## src/rtl/mux_pkg.sv

```systemverilog
// Shared constants and types for the 8:1 select block.
// MUX8_SEL_CHANGE_EN selects whether the sel_changed output is built.
package mux_pkg;

  localparam int NUM_IN        = 8;
  localparam int SEL_W         = 3;
  localparam int DEFAULT_WIDTH = 3;

  typedef logic [SEL_W-1:0] sel_t;

`ifdef MUX8_SEL_CHANGE_EN
  localparam bit SEL_CHANGE_EN = 1'b1;
`else
  localparam bit SEL_CHANGE_EN = 1'b0;
`endif

endpackage

```

## src/rtl/mux_8to1_core.sv

```systemverilog
// Purely combinational WIDTH-bit 8:1 select; y follows a<sel> with zero latency.
module mux_8to1_core
  import mux_pkg::*;
#(
  parameter int WIDTH = DEFAULT_WIDTH
) (
  input  logic [WIDTH-1:0] a0,
  input  logic [WIDTH-1:0] a1,
  input  logic [WIDTH-1:0] a2,
  input  logic [WIDTH-1:0] a3,
  input  logic [WIDTH-1:0] a4,
  input  logic [WIDTH-1:0] a5,
  input  logic [WIDTH-1:0] a6,
  input  logic [WIDTH-1:0] a7,
  input  sel_t             sel,
  output logic [WIDTH-1:0] y
);

  always_comb begin
    y = '0;
    case (sel)
      3'd0:    y = a0;
      3'd1:    y = a1;
      3'd2:    y = a2;
      3'd3:    y = a3;
      3'd4:    y = a4;
      3'd5:    y = a5;
      3'd6:    y = a6;
      3'd7:    y = a7;
      // only reachable with an unknown sel
      default: y = '0;
    endcase
  end

endmodule

```

## src/rtl/mux_8to1.sv

```systemverilog
// 8:1 mux with combinational y and an enable-loaded registered copy y_q (1 clk).
// MUX8_SEL_CHANGE_EN adds a registered sel_changed flag tracking sel across load edges.
module mux_8to1
  import mux_pkg::*;
#(
  parameter int WIDTH = DEFAULT_WIDTH
) (
  input  logic             clk,
  input  logic             rst_n,
  input  logic [WIDTH-1:0] a0,
  input  logic [WIDTH-1:0] a1,
  input  logic [WIDTH-1:0] a2,
  input  logic [WIDTH-1:0] a3,
  input  logic [WIDTH-1:0] a4,
  input  logic [WIDTH-1:0] a5,
  input  logic [WIDTH-1:0] a6,
  input  logic [WIDTH-1:0] a7,
  input  sel_t             sel,
  input  logic             en,
  output logic [WIDTH-1:0] y,
  output logic [WIDTH-1:0] y_q,
  output logic             y_q_valid
`ifdef MUX8_SEL_CHANGE_EN
  ,
  output logic             sel_changed
`endif
);

  logic [WIDTH-1:0] y_q_d;
  logic             y_q_valid_d;

  mux_8to1_core #(
    .WIDTH (WIDTH)
  ) u_core (
    .a0  (a0),
    .a1  (a1),
    .a2  (a2),
    .a3  (a3),
    .a4  (a4),
    .a5  (a5),
    .a6  (a6),
    .a7  (a7),
    .sel (sel),
    .y   (y)
  );

  // the register captures the same select result that drives y
  always_comb begin
    y_q_d       = y_q;
    y_q_valid_d = y_q_valid;
    if (en) begin
      y_q_d       = y;
      y_q_valid_d = 1'b1;
    end
  end

  always_ff @(posedge clk or negedge rst_n) begin
    if (!rst_n) begin
      y_q       <= '0;
      y_q_valid <= 1'b0;
    end else begin
      y_q       <= y_q_d;
      y_q_valid <= y_q_valid_d;
    end
  end

`ifdef MUX8_SEL_CHANGE_EN
  sel_t sel_prev_q;
  sel_t sel_prev_d;
  logic sel_changed_q;
  logic sel_changed_d;

  // flag is a one-cycle pulse: any edge without a load clears it
  always_comb begin
    sel_prev_d    = sel_prev_q;
    sel_changed_d = 1'b0;
    if (en) begin
      sel_prev_d    = sel;
      sel_changed_d = (sel != sel_prev_q);
    end
  end

  always_ff @(posedge clk or negedge rst_n) begin
    if (!rst_n) begin
      sel_prev_q    <= '0;
      sel_changed_q <= 1'b0;
    end else begin
      sel_prev_q    <= sel_prev_d;
      sel_changed_q <= sel_changed_d;
    end
  end

  assign sel_changed = sel_changed_q;
`endif

endmodule

```

## config.mk

```make
export PLATFORM = sky130hd
export DESIGN_NAME = mux_8to1
export DESIGN_NICKNAME = d
export VERILOG_FILES = /design/src/rtl/mux_pkg.sv /design/src/rtl/mux_8to1_core.sv /design/src/rtl/mux_8to1.sv
export SDC_FILE = /design/constraint.sdc
export NUM_CORES = 1
export LEC_CHECK = 0
export CAP_MARGIN = 10
export CORE_AREA = 2 2 41 43
export DETAILED_ROUTE_END_ITERATION = 10
export DIE_AREA = 0 0 43 45
export PLACE_DENSITY = 0.73
export SYNTH_ARGS = -nofsm -noshare
export SYNTH_HDL_FRONTEND = slang
export SYNTH_SLANG_ARGS = --single-unit
```

## constraint.sdc

```tcl
create_clock -name clk -period 1.36 [get_ports clk]
set_clock_uncertainty 0.15 [all_clocks]
set_input_delay 0.136 -clock clk [delete_from_list [all_inputs] [get_ports clk]]
set_output_delay 0.136 -clock clk [all_outputs]
set_load 0.05 [all_outputs]
```

**Run 1: metal 1**

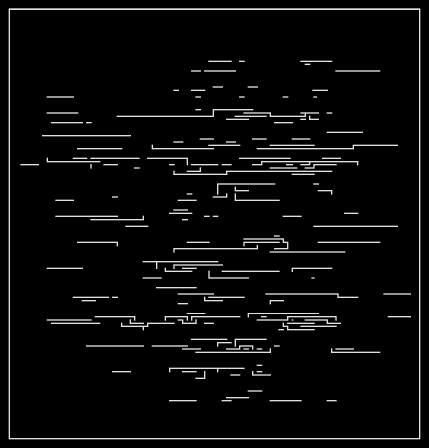
The wires run mostly horizontal. The longest straight run is 11.0 um. The layer carries 503 um of wire. 96 nets have wire on it.

**Run 1: signal wires on met2**

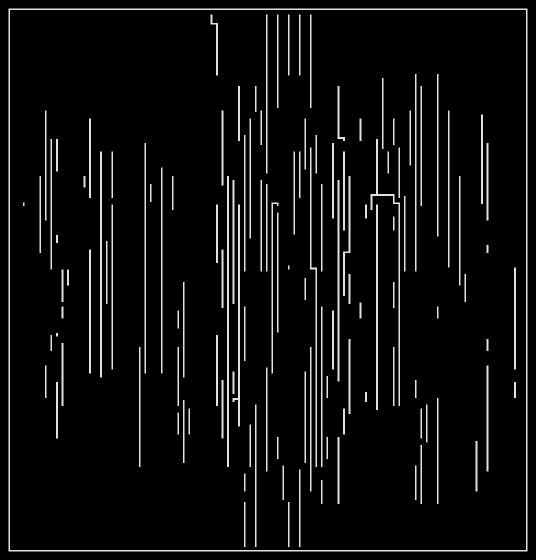
The layer carries 781 um of wire. 111 nets have wire on it. The longest straight run is 24.1 um.

==> out/qor.csv <==
metric,value,unit
biggest regs,"y_q x3, y_q_valid x1",
number of diodes,0,
detailed-placement wirelength estimate,1080,um
GR Util met3,3.60,%
Syn-to-layout area delta,141,%
DR pass1 iterations,2,
CTS tree,built,
clk pwr,153,uW
worst setup path endpoint,y[1],
number of max-cap violations,0,
PostCTS Resize Cnt,75,
Hold Crit Class,in2reg,
tool warnings,28,
Mux area share,18.4,%
R2R setup slack,0.40,ns
post-CTS setup buffers,5,
Late-Pin Clk Latency,0.24,ns
met2 wire length,781,um
Logic cell area,367,um2
port bufs,36,
Commonest Layout Cell,dlygate4sd2_1,
Hold Path Sink,y_q[2],
Reg with most FFs,y_q,
main logic family after synthesis,AND-OR/OR-AND gates,
adder share,0,%
floorplan utilization,27.7,%
post-route clock period utilization,104,%
synthesized area,408,um2
Compound-Gate Fraction of Synth Area,26.4,%
final core occ,66.8,%
switch share,36.6,%
Clock Path Buffers,2,
violated checks,setup timing,
vias in the first global route,563,
Comb group,397,uW
Max Slew Vio Count,0,
worst path arrival time,1.13,ns
Critical Path Slowest Stage Cell,mux4_2,
Flops after synth,4,
Max VDD drop,0.311,mV
max reg flops,3,
row cnt,14,
Crit. End Element,output port,
PwrDens,707,nW/um2
RePlAce Congestion,0.761,
Buffers & Inverters on Critical Path,2,
flop share of the area,10.2,%
Die Height,45,um
Seq cells,4,
seq pwr,144,uW
Synth Net Count,75,
worst slew pin tran,0.306,ns
Final Hold Fails,0,
Data buffer area share,47.0,%
Worst Setup SP,sel[1],
Area leader share,24.5,%
distinct lib cells,19,
Final setup viols,3,
status,"finished, violations left",
layout cells sized above 1,58.7,%
xor+xnor area frac,0,%
first-pass GRT wire length,2260,um
startpoint class of the critical path,input pin,
fillers,127,
min-delay src,sel[0],
CTS H-tree lvls,1,
post-synthesis average cell area,9.06,um2
Largest cell class,non-clock buffers,
Post-Place Cell Area,871,um2
TritonCTS Buffers,3,
synthesized instance count,45,
clock buffers,3,
Register Area,100,um2
CP required,1.07,ns
Well Taps,16,
DRC Markers,0,
Syn. warnings,0,
total number of vias,537,
Core ar.,1470,um2
Boundary Pins,37,
setup ws final,-0.0530,ns
Pint,440,uW
**Run 1: the metal 3 layer**

The bar under the picture is 10 um long. Cells faint in the background.
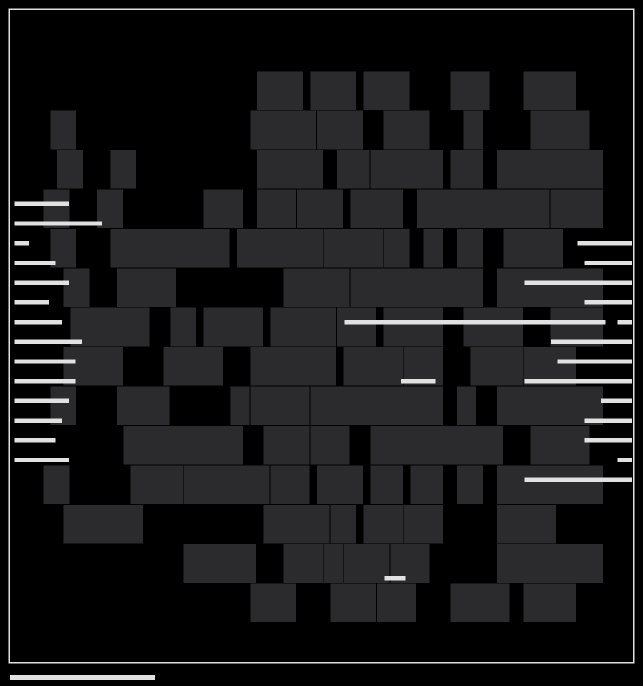
The layer carries 117 um of wire. The wires run mostly horizontal. The layer holds 8.2% of the routed length. 28 nets have wire on it. The longest straight run is 17.7 um.

**Run 1: routing congestion map**

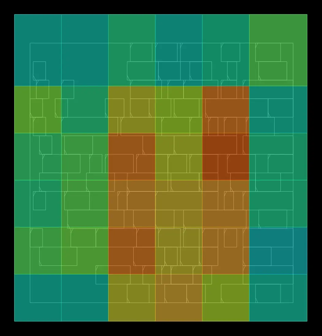
GR Layer Usage met1: 15.2%
met2 Use GR: 32.7%
all-layer global routing usage: 16.1%

Power figures rest on the tool's default switching activity, not on a simulated workload.
